**config.mk**
```make
export PLATFORM = sky130hd
export DESIGN_NAME = pc_redirect_unit_flat
export DESIGN_NICKNAME = d
export VERILOG_FILES = /design/src/rtl/riscv_pkg.sv /design/src/rtl/pc_redirect_unit_if.sv /design/src/rtl/pc_redirect_unit_cond.sv /design/src/rtl/pc_redirect_unit.sv /design/src/flat_wrapper.sv
export SDC_FILE = /design/constraint.sdc
export NUM_CORES = 1
export LEC_CHECK = 0
export ABC_CLOCK_PERIOD_IN_PS = 3200
export CAP_MARGIN = 25
export CORE_ASPECT_RATIO = 2
export CORE_MARGIN = 2
export CORE_UTILIZATION = 36
export CTS_BUF_LIST = sky130_fd_sc_hd__clkbuf_8 sky130_fd_sc_hd__clkbuf_16
export DETAILED_ROUTE_END_ITERATION = 7
export PLACE_DENSITY = 0.9
export SYNTH_ARGS = -nofsm -noshare
export SYNTH_HDL_FRONTEND = slang
export SYNTH_SLANG_ARGS = --single-unit
```
**constraint.sdc**
```tcl
create_clock -name clk -period 3.2 [get_ports clk]
set_input_delay 0.48 -clock clk [delete_from_list [all_inputs] [get_ports clk]]
set_output_delay 0.48 -clock clk [all_outputs]
set_load 0.03 [all_outputs]
```
**src/rtl/riscv_pkg.sv**
```systemverilog
// Shared RV32 control-flow encodings: branch funct3 values and the redirect FSM states.
package riscv_pkg;

    localparam logic [2:0] F3_BEQ  = 3'b000;
    localparam logic [2:0] F3_BNE  = 3'b001;
    localparam logic [2:0] F3_BLT  = 3'b100;
    localparam logic [2:0] F3_BGE  = 3'b101;
    localparam logic [2:0] F3_BLTU = 3'b110;
    localparam logic [2:0] F3_BGEU = 3'b111;

    localparam int         STATE_W = 1;
    localparam logic [0:0] ST_RUN  = 1'b0;
    localparam logic [0:0] ST_HOLD = 1'b1;

endpackage

```
**src/rtl/pc_redirect_unit_if.sv**
```systemverilog
// Execute-to-fetch control-flow bundle; the redirect unit is the slave side.
interface pc_redirect_unit_if #(
    parameter int ADDR_W = 8,
    parameter int IMM_W  = 64
);
    logic              fetch_ready;
    logic              ex_valid;
    logic              ex_branch;
    logic              ex_jal;
    logic              ex_jalr;
    logic [2:0]        ex_funct3;
    logic              zero_flag;
    logic              lt_flag;
    logic              ltu_flag;
    logic [ADDR_W-1:0] ex_pc;
    logic [IMM_W-1:0]  ex_imm;
    logic [ADDR_W-1:0] ex_rs1;
    logic [ADDR_W-1:0] pc;
    logic [ADDR_W-1:0] pc_plus4;
    logic              flush;
    logic              taken;
    logic              misaligned;

    modport master (
        output fetch_ready, ex_valid, ex_branch, ex_jal, ex_jalr, ex_funct3,
               zero_flag, lt_flag, ltu_flag, ex_pc, ex_imm, ex_rs1,
        input  pc, pc_plus4, flush, taken, misaligned
    );

    modport slave (
        input  fetch_ready, ex_valid, ex_branch, ex_jal, ex_jalr, ex_funct3,
               zero_flag, lt_flag, ltu_flag, ex_pc, ex_imm, ex_rs1,
        output pc, pc_plus4, flush, taken, misaligned
    );

endinterface

```
**src/rtl/pc_redirect_unit_cond.sv**
```systemverilog
// Combinational RV branch-condition evaluator driven by the ALU comparison flags.
module branch_cond_eval
    import riscv_pkg::*;
(
    input  logic [2:0] funct3,
    input  logic       zero_flag,
    input  logic       lt_flag,
    input  logic       ltu_flag,
    output logic       cond
);

    always_comb begin
        // NOTE: default first so every path assigns cond and no latch is inferred.
        cond = 1'b0;
        case (funct3)
            F3_BEQ:  cond = zero_flag;
            F3_BNE:  cond = !zero_flag;
            F3_BLT:  cond = lt_flag;
            F3_BGE:  cond = !lt_flag;
            F3_BLTU: cond = ltu_flag;
            F3_BGEU: cond = !ltu_flag;
            default: cond = 1'b0;
        endcase
    end

endmodule

```
**src/rtl/pc_redirect_unit.sv**
```systemverilog
// Fetch PC register with branch/jump redirect, one-cycle flush, and a pending
// slot that keeps a redirect alive while fetch is stalled.
module pc_redirect_unit
    import riscv_pkg::*;
#(
    parameter int                ADDR_W      = 8,
    parameter int                IMM_W       = 64,
    parameter logic [ADDR_W-1:0] RESET_PC    = '0,
    parameter int                INSTR_BYTES = 4
) (
    input  logic                  clk,
    input  logic                  rst_n,
    pc_redirect_unit_if.slave     bus
);

    logic [STATE_W-1:0] state_q;
    logic [ADDR_W-1:0]  pc_q;
    logic [ADDR_W-1:0]  pending_q;
    logic               flush_q;
    logic               taken_q;
    logic               misaligned_q;

    logic [ADDR_W-1:0]  imm_lo;
    logic [ADDR_W-1:0]  base;
    logic [ADDR_W-1:0]  sum;
    logic [ADDR_W-1:0]  target;
    logic [ADDR_W-1:0]  pc_next_seq;
    logic               cond;
    logic               redirect_req;
    logic               redirect_ok;
    logic               unused_imm_hi;

    branch_cond_eval u_cond (
        .funct3    (bus.ex_funct3),
        .zero_flag (bus.zero_flag),
        .lt_flag   (bus.lt_flag),
        .ltu_flag  (bus.ltu_flag),
        .cond      (cond)
    );

    // Only the low ADDR_W bits of the immediate matter; addresses wrap silently.
    assign imm_lo        = bus.ex_imm[ADDR_W-1:0];
    assign unused_imm_hi = ^bus.ex_imm[IMM_W-1:ADDR_W];

    // JALR has top priority and is the only case that uses rs1 as the base.
    assign base   = bus.ex_jalr ? bus.ex_rs1 : bus.ex_pc;
    assign sum    = base + imm_lo;
    assign target = bus.ex_jalr ? {sum[ADDR_W-1:1], 1'b0} : sum;

    assign redirect_req = bus.ex_valid &
                          (bus.ex_jalr | bus.ex_jal | (bus.ex_branch & cond));
    // A target with bit 1 set is not a legal instruction address; drop it.
    assign redirect_ok  = redirect_req & !target[1];

    assign pc_next_seq  = pc_q + ADDR_W'(INSTR_BYTES);

    always_ff @(posedge clk or negedge rst_n) begin
        if (!rst_n) begin
            state_q      <= ST_RUN;
            pc_q         <= RESET_PC;
            // NOTE: the pending slot is reset too, so a redirect caught by reset can never resurface.
            pending_q    <= '0;
            flush_q      <= 1'b0;
            taken_q      <= 1'b0;
            misaligned_q <= 1'b0;
        end else begin
            // NOTE: non-blocking throughout so every register samples pre-edge values.
            flush_q      <= 1'b0;
            taken_q      <= 1'b0;
            misaligned_q <= redirect_req & target[1];
            case (state_q)
                ST_RUN: begin
                    if (redirect_ok) begin
                        if (bus.fetch_ready) begin
                            pc_q    <= target;
                            flush_q <= 1'b1;
                            taken_q <= 1'b1;
                        end else begin
                            pending_q <= target;
                            state_q   <= ST_HOLD;
                        end
                    end else if (bus.fetch_ready) begin
                        pc_q <= pc_next_seq;
                    end
                end
                ST_HOLD: begin
                    if (bus.fetch_ready) begin
                        // A same-cycle redirect is younger than the pending one and wins.
                        pc_q    <= redirect_ok ? target : pending_q;
                        flush_q <= 1'b1;
                        taken_q <= 1'b1;
                        state_q <= ST_RUN;
                    end else if (redirect_ok) begin
                        pending_q <= target;
                    end
                end
                default: state_q <= ST_RUN;
            endcase
        end
    end

    assign bus.pc         = pc_q;
    assign bus.pc_plus4   = pc_next_seq;
    assign bus.flush      = flush_q;
    assign bus.taken      = taken_q;
    assign bus.misaligned = misaligned_q;

endmodule

```
**src/flat_wrapper.sv**
```systemverilog
// flat-port wrapper written by rule: the top's interface ports become plain ports
module pc_redirect_unit_flat import riscv_pkg::*;
#(
    parameter int                ADDR_W      = 8,
    parameter int                IMM_W       = 64,
    parameter logic [ADDR_W-1:0] RESET_PC    = '0,
    parameter int                INSTR_BYTES = 4
)
  (clk, rst_n, bus_fetch_ready, bus_ex_valid, bus_ex_branch, bus_ex_jal, bus_ex_jalr, bus_ex_funct3, bus_zero_flag, bus_lt_flag, bus_ltu_flag, bus_ex_pc, bus_ex_imm, bus_ex_rs1, bus_pc, bus_pc_plus4, bus_flush, bus_taken, bus_misaligned);
  pc_redirect_unit_if #(.ADDR_W(ADDR_W), .IMM_W(IMM_W)) bus_i ();
  input  logic clk;
  input  logic rst_n;
  input wire logic [$bits(bus_i.fetch_ready)-1:0] bus_fetch_ready;
  input wire logic [$bits(bus_i.ex_valid)-1:0] bus_ex_valid;
  input wire logic [$bits(bus_i.ex_branch)-1:0] bus_ex_branch;
  input wire logic [$bits(bus_i.ex_jal)-1:0] bus_ex_jal;
  input wire logic [$bits(bus_i.ex_jalr)-1:0] bus_ex_jalr;
  input wire logic [$bits(bus_i.ex_funct3)-1:0] bus_ex_funct3;
  input wire logic [$bits(bus_i.zero_flag)-1:0] bus_zero_flag;
  input wire logic [$bits(bus_i.lt_flag)-1:0] bus_lt_flag;
  input wire logic [$bits(bus_i.ltu_flag)-1:0] bus_ltu_flag;
  input wire logic [$bits(bus_i.ex_pc)-1:0] bus_ex_pc;
  input wire logic [$bits(bus_i.ex_imm)-1:0] bus_ex_imm;
  input wire logic [$bits(bus_i.ex_rs1)-1:0] bus_ex_rs1;
  output wire logic [$bits(bus_i.pc)-1:0] bus_pc;
  output wire logic [$bits(bus_i.pc_plus4)-1:0] bus_pc_plus4;
  output wire logic [$bits(bus_i.flush)-1:0] bus_flush;
  output wire logic [$bits(bus_i.taken)-1:0] bus_taken;
  output wire logic [$bits(bus_i.misaligned)-1:0] bus_misaligned;
  assign bus_i.fetch_ready = bus_fetch_ready;
  assign bus_i.ex_valid = bus_ex_valid;
  assign bus_i.ex_branch = bus_ex_branch;
  assign bus_i.ex_jal = bus_ex_jal;
  assign bus_i.ex_jalr = bus_ex_jalr;
  assign bus_i.ex_funct3 = bus_ex_funct3;
  assign bus_i.zero_flag = bus_zero_flag;
  assign bus_i.lt_flag = bus_lt_flag;
  assign bus_i.ltu_flag = bus_ltu_flag;
  assign bus_i.ex_pc = bus_ex_pc;
  assign bus_i.ex_imm = bus_ex_imm;
  assign bus_i.ex_rs1 = bus_ex_rs1;
  assign bus_pc = bus_i.pc;
  assign bus_pc_plus4 = bus_i.pc_plus4;
  assign bus_flush = bus_i.flush;
  assign bus_taken = bus_i.taken;
  assign bus_misaligned = bus_i.misaligned;
  pc_redirect_unit #(.ADDR_W(ADDR_W), .IMM_W(IMM_W), .RESET_PC(RESET_PC), .INSTR_BYTES(INSTR_BYTES)) u_core (.clk(clk), .rst_n(rst_n), .bus(bus_i));
endmodule
```
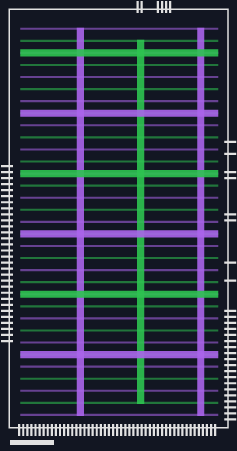
Fig. 1. Power grid.
The bar under the picture is 10 um long. Pins as bars on the die edge.
| net | color |
|---|---|
| VDD | green |
| VSS | purple |
rows: 32
met1 rails: 33
met4 straps: 3
signal pins: 112
met5 straps: 6
Peak VDD IR: 0.000267 V
CORE AREA: 0.00388 mm^2

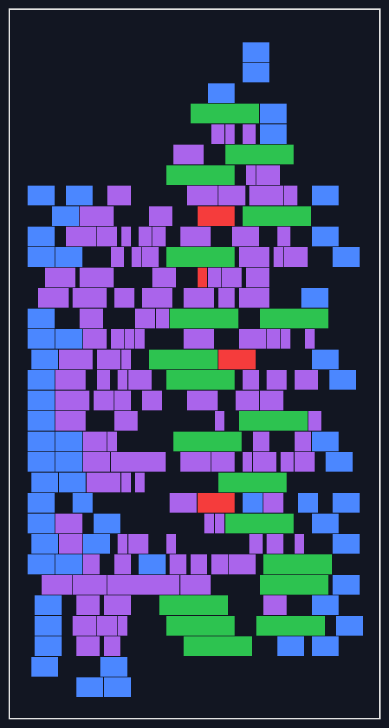
Fig. 2. Cells colored by class.
| class | color | cells | share of their area |
|---|---|---|---|
| remaining buffers and delay cells | blue | 58 | 28% |
| clock drivers and dummy loads | red | 4 | 2.2% |
| registers | green | 19 | 23% |
| remaining logic cells | purple | 118 | 46% |
Finished Core Util: 53.8%
Seq area share: 22.8%
# rows: 32
post-route cell area: 0.00209 mm^2

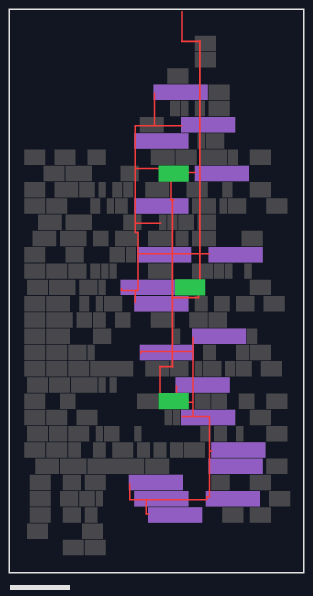
Fig. 3. Clock wires, drivers and flops.
The bar under the picture is 10 um long.
[clock-net drivers] green | count: 3
[flip-flops] purple | count: 19
[clock wires] red | length: 240 um
routed clock nets: 4
Clk Latency, worst-skew pair: 0.25 ns
Clk. pwr: 158 uW
clk_skew: 0.00227 ns
Clock power frac: 11.6%

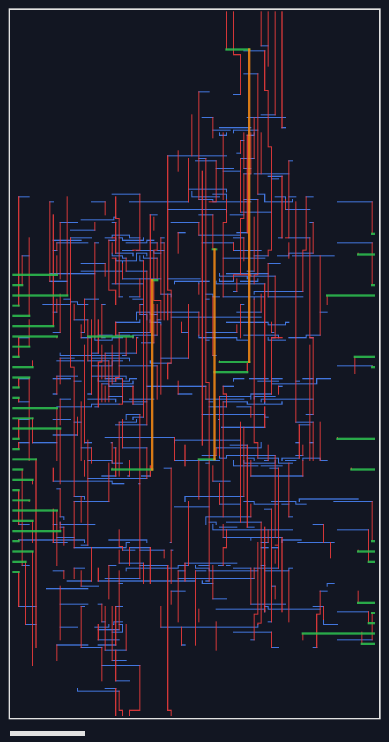
Fig. 4. Signal wires by layer.
The bar under the picture is 10 um long.
| layer | color | wire length |
|---|---|---|
| M2 | red | 1680 um |
| M4 | orange | 94.5 um |
| M3 | green | 144 um |
| M1 | blue | 1110 um |
DR WL/cell: 12.1 um
final wirelength: 3020 um

==> results.yml <==
# flow metrics
detailed_routing:
  viasPerCell: 5.10
  firstDrtPassIters: 4
  route.detailed.drc: 0
  route.vias.total: 1275
  drtIter0Drc: 20
  ant_nets: 0
power:
  p_leak_nw: 0.866
  p_per_area_mw_per_mm2: 654
global_route:
  grtUsageMet1_pct: 14.8
  grt_max_degree: 20
  grt_overflow_total: 0
  busiest_layer: "met2"
  grt_pass1_vias: 1248
  grt_pass1_wl_um: 5300
  antenna_found_initial: 0
  use_met2_pct: 27.7
  grt_use_met3_pct: 1.27
  grt_usage_pct: 14.7
yosys:
  synthAoiAreaFrac_pct: 16.7
  ys_sh_simple_pct: 13.2
  synth_top_area_share_pct: 32.6
  xor_share_pct: 7.21
  syn_nets: 247
  avgSynthCellArea_um2: 10.1
  common_cells: "19 x dfrtp_1, 16 x mux2_2, 11 x nor2_1"
  top_cells_by_area: "dfrtp_1 33%, mux2_2 12%, ha_1 6.9%, mux2i_1 4.1%, xnor2_1 3.6%"
  ys_seq_share_pct: 32.6
  ys_sh_mux_pct: 16.5
  yosysUniqueCellTypes: 43
  synthTopLogicFamily: "AND-OR/OR-AND gates"
  ys_area_mm2: 0.00146
  ys_cells: 145
  synthAdderAreaFrac_pct: 8.24
  synthCells: 145
  ys_ff: 19
  top_cell: "dfrtp_1"
  yosys_warnings: 0
  async_reset_ff_share_pct: 100
  edf_count: 0
  netlist_area_mm2: 0.00146
  ys.flop_type: "dfrtp_1"
  synth_top_cell_by_area: "dfrtp_1"
final_timing:
  report.final.slew_viol_count: 0
  setup_viol: 0
  rsz0062_at_grt: "no"
  finalHoldViolCount: 0
  tns_ns: 0
  slew_headroom_pct: 43.4
  clock.fmax_mhz: 352
  fin_crit_ns: 2.84
  worst_pin_slew_ns: 0.846
  finalCritPeriodShare_pct: 88.7
clocking:
  cts_setup_buffers: 0
  clk_pin_slew_worst_paths_ns: 0.06
  cts_resized: 0
  holdBufCountCts: 0
  tritoncts: "yes"
  h-tree-depth: 1
  clkSinkCount: 19
  numCtsBuffers: 3
  cts_root_buf: "clkbuf_8"
  cts_max_path_buffers: 2
floorplan:
  fp.dieH_um: 94.0
  pin_count: 112
  chipWidth_um: 49.0
  die-area_mm2: 0.00461
  fp_util_pct: 37.5
finish:
  nNetsFinal: 302
  logic_area_um2: 902
  syn2layout_area_growth_pct: 43.3
  num-fill-cells: 371
  flop_area_um2: 475
  final_cells: 250
  antenna_cells: 0
  drive_gt1_share_pct: 13.6
worst_setup_path:
  path_class: "input pin to register"
  critPathMaxFanout: 9
  start_kind: "input pin"
  r2r_cells: 6
  end_kind: "register"
  r2r_slack_ns: 1.77
  worstPathRequired_ns: 3.34
  arrival_ns: 2.98
job:
  tool_warnings: 82
  maxCapViolations: 0
outcome:
  status: "completed"
placement:
  dp_hpwl_um: 2610
  finalWeightedCongestion: 0.837
  placed_cells: 246
  io_buffer_count: 55
min_path:
  whs_path_depth: 1
  hold_path_class: "register to register"
## cells by family after synthesis
logic type / Yosys count
AND-OR/OR-AND: 31
flip-flops: 19
adder cells (fa/ha/maj): 9
buffers and inverters: 16
AND/OR/NAND/NOR: 36
multiplexers: 22
XOR/XNOR: 12
## cell usage in the layout (no fill, tap or decap), types with 3 or more instances in the layout
cell | netlist | layout
a21oi_1 | 6 | 6
buf_4 | 3 | 3
clkbuf_8 | 0 | 3
clkdlybuf4s50_1 | 0 | 55
dfrtp_1 | 19 | 19
ha_1 | 8 | 8
inv_1 | 8 | 9
mux2_2 | 16 | 16
mux2i_1 | 6 | 6
nand2_1 | 3 | 3
nand2b_1 | 4 | 4
nand3_1 | 4 | 4
nor2_1 | 11 | 11
nor2b_1 | 4 | 4
nor3_1 | 3 | 3
o211ai_1 | 3 | 3
o21a_1 | 3 | 3
xnor2_1 | 6 | 6
xor2_1 | 6 | 6
## sequential cells by signal, indices dropped and copies added (netlist names)
register               count
u_core.bus.misaligned      1
u_core.pending_q           8
u_core.bus.pc              8
u_core.state_q             1
u_core.bus.flush           1
## metal layers
metal  up-vias  part of all wire, %
met4         0                  3.1
li1        633                    -
met1       580                   37
met5         -                    0
met2        55                   56
met3         7                  4.7
## report_power, final
part           switching [mW]  internal, mW  total, mW
combinational           0.415         0.401      0.816
sequential             0.0674         0.326      0.393
clock                  0.0730        0.0852      0.158
## worst paths after layout
check,end,from
worst max-delay path,u_core.bus.pc[4]$_DFFE_PN0P_,bus_ex_jalr
max in group asynchronous,u_core.bus.pc[0]$_DFFE_PN0P_,rst_n
worst max register to register,u_core.bus.pc[6]$_DFFE_PN0P_,u_core.bus.pc[3]$_DFFE_PN0P_
min in group asynchronous,u_core.bus.pc[3]$_DFFE_PN0P_,rst_n
worst min register to register,u_core.pending_q[0]$_DFFE_PN0P_,u_core.pending_q[0]$_DFFE_PN0P_
worst min-delay path,u_core.pending_q[0]$_DFFE_PN0P_,u_core.pending_q[0]$_DFFE_PN0P_
## through the flow
step / instance area, um^2 / hold WS, ns / total power [mW] / worst slack, ns
after floorplan: 1460 / 0.184 / 0.924 / 0.725
after global placement: 2040 / 0.471 / 1.21 / 0.125
after detailed placement: 2040 / 0.488 / 1.23 / 0.0750
after CTS: 2090 / 0.504 / 1.39 / 0.337
after global routing: 2090 / 0.524 / 1.47 / 0.177
final: 2090 / 0.499 / 1.37 / 0.362
## layout make-up
class                      count  share of cell area, %
multi-input combinational    110                   43.2
timing repair buffer          58                   27.4
tap                           51                   3.05
clock inverter                 1                  0.180
inverter                       8                   1.44
sequential                    19                   22.8
clock buffer                   3                   1.98
## worst max-delay path, cell delays in order
cell	delay, ns
clkdlybuf4s50_1	0.51
mux2_2	0.27
ha_1	0.17
inv_1	0.06
fa_1	0.51
inv_1	0.08
a311oi_4	0.33
buf_4	0.25
mux2i_1	0.22
a21oi_1	0.08
Power is estimated from default activity; no workload was simulated.
